File: src/rtl/skinny_masked_pkg.sv
// Shared constants and helpers for the 3-share SKINNY-64 S-box pipeline.
// The S-box splits into two quadratic stages glued together by per-share affine maps.
package skinny_masked_pkg;

  localparam int SBOX_BITS       = 4;
  localparam int SHARES          = 3;
  localparam int RAND_PER_SBOX   = 24;
  localparam int REMASK_PER_SBOX = 8;
  localparam int SBOX_LATENCY    = 5;

  localparam int AFF_IN  = 1;
  localparam int AFF_MID = 3;
  localparam int AFF_OUT = 2;

  // Nibble i holds S(i).
  localparam logic [63:0] SBOX_TABLE = 64'hF7E4_D583_B2A1_096C;

  function automatic logic [3:0] sbox_ref(input logic [3:0] x);
    logic [63:0] t;
    t = SBOX_TABLE;
    return t[{x, 2'b00} +: 4];
  endfunction

  // The constant part of an affine map is added to share 1 only.
  function automatic logic [3:0] skinny_affine(input int num, input logic [3:0] x,
                                               input logic add_c);
    case (num)
      AFF_MID: return {x[2], x[1] ^ add_c, x[0] ^ add_c, x[3]};
      AFF_OUT: return x ^ {2'b00, add_c, add_c};
      default: return x;
    endcase
  endfunction

endpackage

File: src/rtl/SKINNYAffines.sv
// Share-wise affine layer between the quadratic stages; purely combinational.
module SKINNYAffines
  import skinny_masked_pkg::*;
#(
  parameter int NUM = AFF_IN
) (
  input  logic [SHARES-1:0][SBOX_BITS-1:0] x_i,
  output logic [SHARES-1:0][SBOX_BITS-1:0] y_o
);

  always_comb begin
    for (int s = 0; s < SHARES; s++) begin
      y_o[s] = skinny_affine(NUM, x_i[s], s == 0);
    end
  end

endmodule

File: src/rtl/q294_2order_en.sv
// Second-order quadratic stage: F(a) = (a2, a1, a0^a3^a2^a3a2, a3^a2^a1^a2a1).
// Cross-share products are masked and registered before any recombination.
module q294_2order_en
  import skinny_masked_pkg::*;
(
  input  logic                             clk,
  input  logic                             rst_i,
  input  logic                             en_i,
  input  logic [SHARES-1:0][SBOX_BITS-1:0] a_i,
  input  logic [11:0]                      r_i,
  output logic [SHARES-1:0][SBOX_BITS-1:0] y_o
);

  logic [SHARES-1:0][3:0] inner_d, inner_q;
  logic [SHARES-1:0][3:0] cross_d, cross_q;
  logic [SHARES-1:0]      b3, b2, b1;

  // Masks m0/m1/m2 pair share domains (0,1), (0,2), (1,2).
  function automatic logic [1:0] dom_cross(input logic [2:0] u, input logic [2:0] v,
                                           input logic [2:0] m, input int i);
    case (i)
      0:       return {u[0] & v[1] ^ m[0], u[0] & v[2] ^ m[1]};
      1:       return {u[1] & v[0] ^ m[0], u[1] & v[2] ^ m[2]};
      default: return {u[2] & v[0] ^ m[1], u[2] & v[1] ^ m[2]};
    endcase
  endfunction

  always_comb begin
    b3 = '0;
    b2 = '0;
    b1 = '0;
    for (int s = 0; s < SHARES; s++) begin
      b3[s] = a_i[s][3];
      b2[s] = a_i[s][2];
      b1[s] = a_i[s][1];
    end
    for (int s = 0; s < SHARES; s++) begin
      // Pass-through bits get a ring refresh from r[11:6]; product bits are DOM-masked by r[5:0].
      inner_d[s] = {a_i[s][2] ^ r_i[6 + s] ^ r_i[6 + (s + 1) % 3],
                    a_i[s][1] ^ r_i[9 + s] ^ r_i[9 + (s + 1) % 3],
                    a_i[s][0] ^ a_i[s][3] ^ a_i[s][2] ^ (a_i[s][3] & a_i[s][2]),
                    a_i[s][3] ^ a_i[s][2] ^ a_i[s][1] ^ (a_i[s][2] & a_i[s][1])};
      cross_d[s] = {dom_cross(b3, b2, r_i[2:0], s), dom_cross(b2, b1, r_i[5:3], s)};
    end
  end

  always_ff @(posedge clk) begin
    if (rst_i) begin
      inner_q <= '0;
      cross_q <= '0;
    end else if (en_i) begin
      inner_q <= inner_d;
      cross_q <= cross_d;
    end
  end

  always_comb begin
    for (int s = 0; s < SHARES; s++) begin
      y_o[s] = inner_q[s] ^ {2'b00, cross_q[s][3] ^ cross_q[s][2],
                             cross_q[s][1] ^ cross_q[s][0]};
    end
  end

endmodule

File: src/rtl/skinny_sbox_masked_slice.sv
// One 3-share SKINNY-64 S-box: five register stages, remask applied on the output load.
module skinny_sbox_masked_slice
  import skinny_masked_pkg::*;
(
  input  logic                             clk,
  input  logic                             rst_i,
  input  logic                             en_i,
  input  logic [SHARES-1:0][SBOX_BITS-1:0] x_i,
  input  logic [RAND_PER_SBOX-1:0]         r_i,
  input  logic [REMASK_PER_SBOX-1:0]       rm_i,
  input  logic                             out_load_i,
  output logic [SHARES-1:0][SBOX_BITS-1:0] y_o
);

  logic [SHARES-1:0][SBOX_BITS-1:0] aff_in, s1_q, qa, aff_mid, s3_q, qb, aff_out, s5_d, s5_q;

  SKINNYAffines #(.NUM(AFF_IN)) u_aff_in (.x_i(x_i), .y_o(aff_in));

  q294_2order_en u_qa (
    .clk(clk), .rst_i(rst_i), .en_i(en_i), .a_i(s1_q), .r_i(r_i[11:0]), .y_o(qa)
  );

  SKINNYAffines #(.NUM(AFF_MID)) u_aff_mid (.x_i(qa), .y_o(aff_mid));

  q294_2order_en u_qb (
    .clk(clk), .rst_i(rst_i), .en_i(en_i), .a_i(s3_q), .r_i(r_i[23:12]), .y_o(qb)
  );

  SKINNYAffines #(.NUM(AFF_OUT)) u_aff_out (.x_i(qb), .y_o(aff_out));

  // Bubbles are flushed to zero at the output so idle outputs never carry stale shares.
  always_comb begin
    s5_d = '0;
    if (out_load_i) begin
      s5_d[0] = aff_out[0] ^ rm_i[3:0];
      s5_d[1] = aff_out[1] ^ rm_i[7:4];
      s5_d[2] = aff_out[2] ^ rm_i[3:0] ^ rm_i[7:4];
    end
  end

  always_ff @(posedge clk) begin
    if (rst_i) begin
      s1_q <= '0;
      s3_q <= '0;
      s5_q <= '0;
    end else if (en_i) begin
      s1_q <= aff_in;
      s3_q <= aff_mid;
      s5_q <= s5_d;
    end
  end

  assign y_o = s5_q;

endmodule

File: src/rtl/skinny_sbox_layer_masked.sv
// NUM_SBOX-wide second-order masked SKINNY-64 S-box layer with enable and valid tracking.
module skinny_sbox_layer_masked
  import skinny_masked_pkg::*;
#(
  parameter int NUM_SBOX = 16
) (
  input  logic                        clk,
  input  logic                        rst_i,
  input  logic                        en,
  input  logic                        in_valid,
  input  logic [4*NUM_SBOX-1:0]       in1,
  input  logic [4*NUM_SBOX-1:0]       in2,
  input  logic [4*NUM_SBOX-1:0]       in3,
  input  logic [24*NUM_SBOX-1:0]      r,
  input  logic [8*NUM_SBOX-1:0]       rm,
  output logic [4*NUM_SBOX-1:0]       out1,
  output logic [4*NUM_SBOX-1:0]       out2,
  output logic [4*NUM_SBOX-1:0]       out3,
  output logic                        out_valid
);

  localparam int LATENCY = SBOX_LATENCY;

  logic [LATENCY-1:0] valid_q, valid_d;

  assign valid_d = {valid_q[LATENCY-2:0], in_valid};

  always_ff @(posedge clk) begin
    if (rst_i) begin
      valid_q <= '0;
    end else if (en) begin
      valid_q <= valid_d;
    end
  end

  assign out_valid = valid_q[LATENCY-1];

  for (genvar k = 0; k < NUM_SBOX; k++) begin : g_sbox
    logic [SHARES-1:0][SBOX_BITS-1:0] x, y;

    assign x = {in3[SBOX_BITS*k +: SBOX_BITS], in2[SBOX_BITS*k +: SBOX_BITS],
                in1[SBOX_BITS*k +: SBOX_BITS]};

    skinny_sbox_masked_slice u_slice (
      .clk       (clk),
      .rst_i     (rst_i),
      .en_i      (en),
      .x_i       (x),
      .r_i       (r[RAND_PER_SBOX*k +: RAND_PER_SBOX]),
      .rm_i      (rm[REMASK_PER_SBOX*k +: REMASK_PER_SBOX]),
      .out_load_i(valid_q[LATENCY-2]),
      .y_o       (y)
    );

    assign out1[SBOX_BITS*k +: SBOX_BITS] = y[0];
    assign out2[SBOX_BITS*k +: SBOX_BITS] = y[1];
    assign out3[SBOX_BITS*k +: SBOX_BITS] = y[2];
  end

endmodule

File: config.mk
export PLATFORM = sky130hd
export DESIGN_NAME = skinny_sbox_layer_masked
export DESIGN_NICKNAME = d
export VERILOG_FILES = /design/src/rtl/skinny_masked_pkg.sv /design/src/rtl/SKINNYAffines.sv /design/src/rtl/q294_2order_en.sv /design/src/rtl/skinny_sbox_masked_slice.sv /design/src/rtl/skinny_sbox_layer_masked.sv
export SDC_FILE = /design/constraint.sdc
export NUM_CORES = 2
export LEC_CHECK = 0
export ABC_AREA = 1
export CAP_MARGIN = 20
export CORE_ASPECT_RATIO = 1.25
export CORE_MARGIN = 4
export CORE_UTILIZATION = 40
export CTS_CLUSTER_DIAMETER = 30
export DETAILED_ROUTE_END_ITERATION = 10
export GPL_TIMING_DRIVEN = 0
export PLACE_DENSITY = 0.61
export SLEW_MARGIN = 25
export SYNTH_ARGS = -nofsm -noshare
export SYNTH_HDL_FRONTEND = slang
export SYNTH_SLANG_ARGS = --single-unit
File: constraint.sdc
create_clock -name clk -period 2.2 [get_ports clk]
set_input_delay 0.44 -clock clk [delete_from_list [all_inputs] [get_ports clk]]
set_output_delay 0.44 -clock clk [all_outputs]
set_load 0.05 [all_outputs]
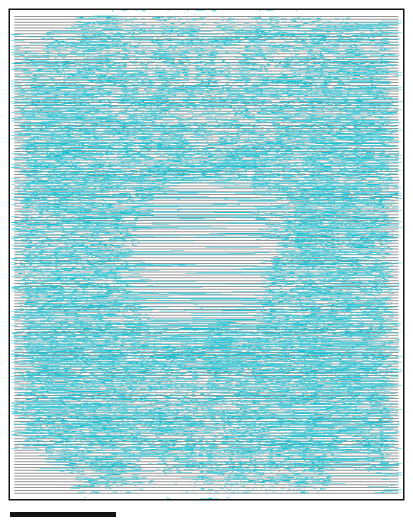
Figure 1: signal wires on met1.
The bar under the picture is 100 µm long. Supply wires on this layer in gray.
10,034 nets have wire on it. The wires run mostly horizontal. The layer holds 41% of the routed length. The longest straight run is 153 µm. The layer carries 123 mm of wire.

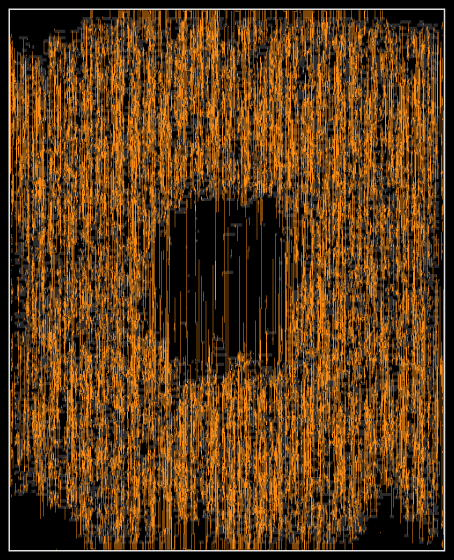
Figure 2: met2 routing.
The layer carries 136 mm of wire. The wires run mostly vertical.

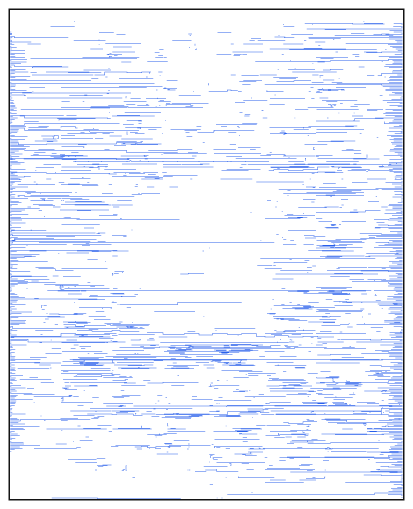
Figure 3: the metal 3 layer.
The wires run mostly horizontal. 1,311 nets have wire on it.

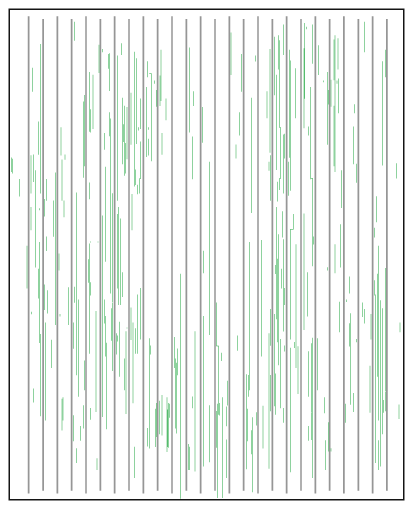
Figure 4: met4 routing.
Supply wires on this layer in gray.
The layer holds 4.2% of the routed length. The wires run mostly vertical.

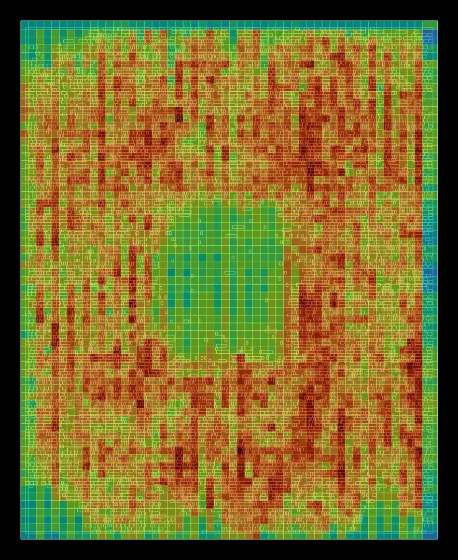
Figure 5: routing congestion map.
routed length per placed instance: 24.7 µm
met1 usage in global routing: 42.2%
GRT Total Usage: 33.7%

==> results_dict.tcl <==
# flow metrics
set metrics [dict create \
    ys_top_cells_by_area "dfxtp_1 41%, xnor2_1 11%, xor2_1 9.3%" \
    cts.root.buffer_cell "clkbuf_16" \
    most-common-layout-cells "1,348 x dfxtp_1, 1,174 x o21ai_0, 1,071 x nand2_1" \
    dp_hpwl_um 233000 \
    power.density_mw_per_mm2 1010 \
    wl_met2_um 136000 \
    min_cycle_time_layout_ns 2.23 \
    dominant_cells "multi-input combinational cells" \
    worst_hold_class "in -> reg" \
    met3_wirelength_um 30100 \
    clock_sink_count 1349 \
    critPathMaxFanout 10 \
    grt_first_pass_wirelength_um 424000 \
    maxPowerGroup "clock" \
    violations "negative setup slack" \
    clock_tree_area_fraction_pct 12.3 \
    global_route.usage.met3_pct 10.1 \
    hold_buffers 0 \
    drt_pass1_iterations 6 \
    dp_worst_setup_slack_ns -1.18 \
    clock_transition_at_path_regs_ns 0.05 \
    yosys-stat-area_mm2 0.0663 \
    clock_buffers 412 \
    critPathLaunch "en" \
    layout.core_utilization_pct 54.4 \
    worst_case_reg_to_reg_path_depth 5 \
    gp_congestion 0.960 \
    count_of_inverters_not_on_the_clock_network_in_the_layout 763 \
    synth_dominant_cell_count "dfxtp_1" \
    design_area_mm2 0.0894 \
    floorplan.io_pins 901 \
    detail-route-antenna-nets 0 \
    power_sequential_w 0.0284 \
    residual_overflow_from_global_routing 0 \
    worst_path_max_delay_cell "buf_2" \
    sh_comb_area_pct 38.5 \
    logic_gate_count 6009 \
    synth.comb.largest_family "XOR/XNOR gates" \
    switching_share_pct 27.5 \
    whs_endpoint "g_sbox[3].u_slice.s1_q[9]" \
    worstSetupEndpointType "flip-flop" \
    grt_pass1_vias 61900 \
    layout_setup_ws_ns -0.0323 \
    globalRouteMet2Util_pct 53.8 \
    cts.htree.levels 5 \
    route.detailed.vias_per_inst 5.24 \
    synthAoiAreaFrac_pct 18.2 \
    floorplanUtilization_pct 40.3 \
    crit_arrival_ns 3.06 \
    yosys.area.top_type_share_pct 40.8 \
    antenna_cells 44 \
    nets 10600 \
    ys_cells 8573 \
    endpoint "g_sbox[9].u_slice.y_o[10]" \
    post-route-period-util_pct 101 \
    critical_path.reg2reg.endpoint "g_sbox[9].u_slice.y_o[10]" \
    design.die.area_mm2 0.172 \
    post-synth-top-area-cell "dfxtp_1" \
    vias 64300 \
    achievable-frequency_mhz 448 \
    layout.area.comb_mm2 0.0345 \
    setup_tns_ns -0.0561 \
    most_frequent_standard_cell_in_the_layout_excluding_fill_and_tap_cells "dfxtp_1" \
    dp.cells 11700 \
    holdPathStages 3 \
    cellInternalPower_w 0.0651 \
    number_of_enable_type_register_cells_in_the_synthesized_netlist 0 \
    status "finished, violations left" \
    number_of_buffer_and_inverter_instances_along_the_worst_setup_path 5 \
    worst_path_dominant_cell_family "buffers and inverters" \
    cts.path.max_buffers 4 \
    clock_power_w 0.0488 \
    tritoncts "yes" \
    setup_viol 2 \
    combPwrFrac_pct 14.0 \
    layout-drive-gt1-share_pct 9.46 \
    yosysUniqueCellTypes 21 \
    post_dp_cell_area_mm2 0.0781 \
    timing.max_slew.rel_slack_pct 21.9 \
    ys_ff 1349 \
    post_layout_nonfiller_instances 12300 \
    tapCellCount 2184 \
]
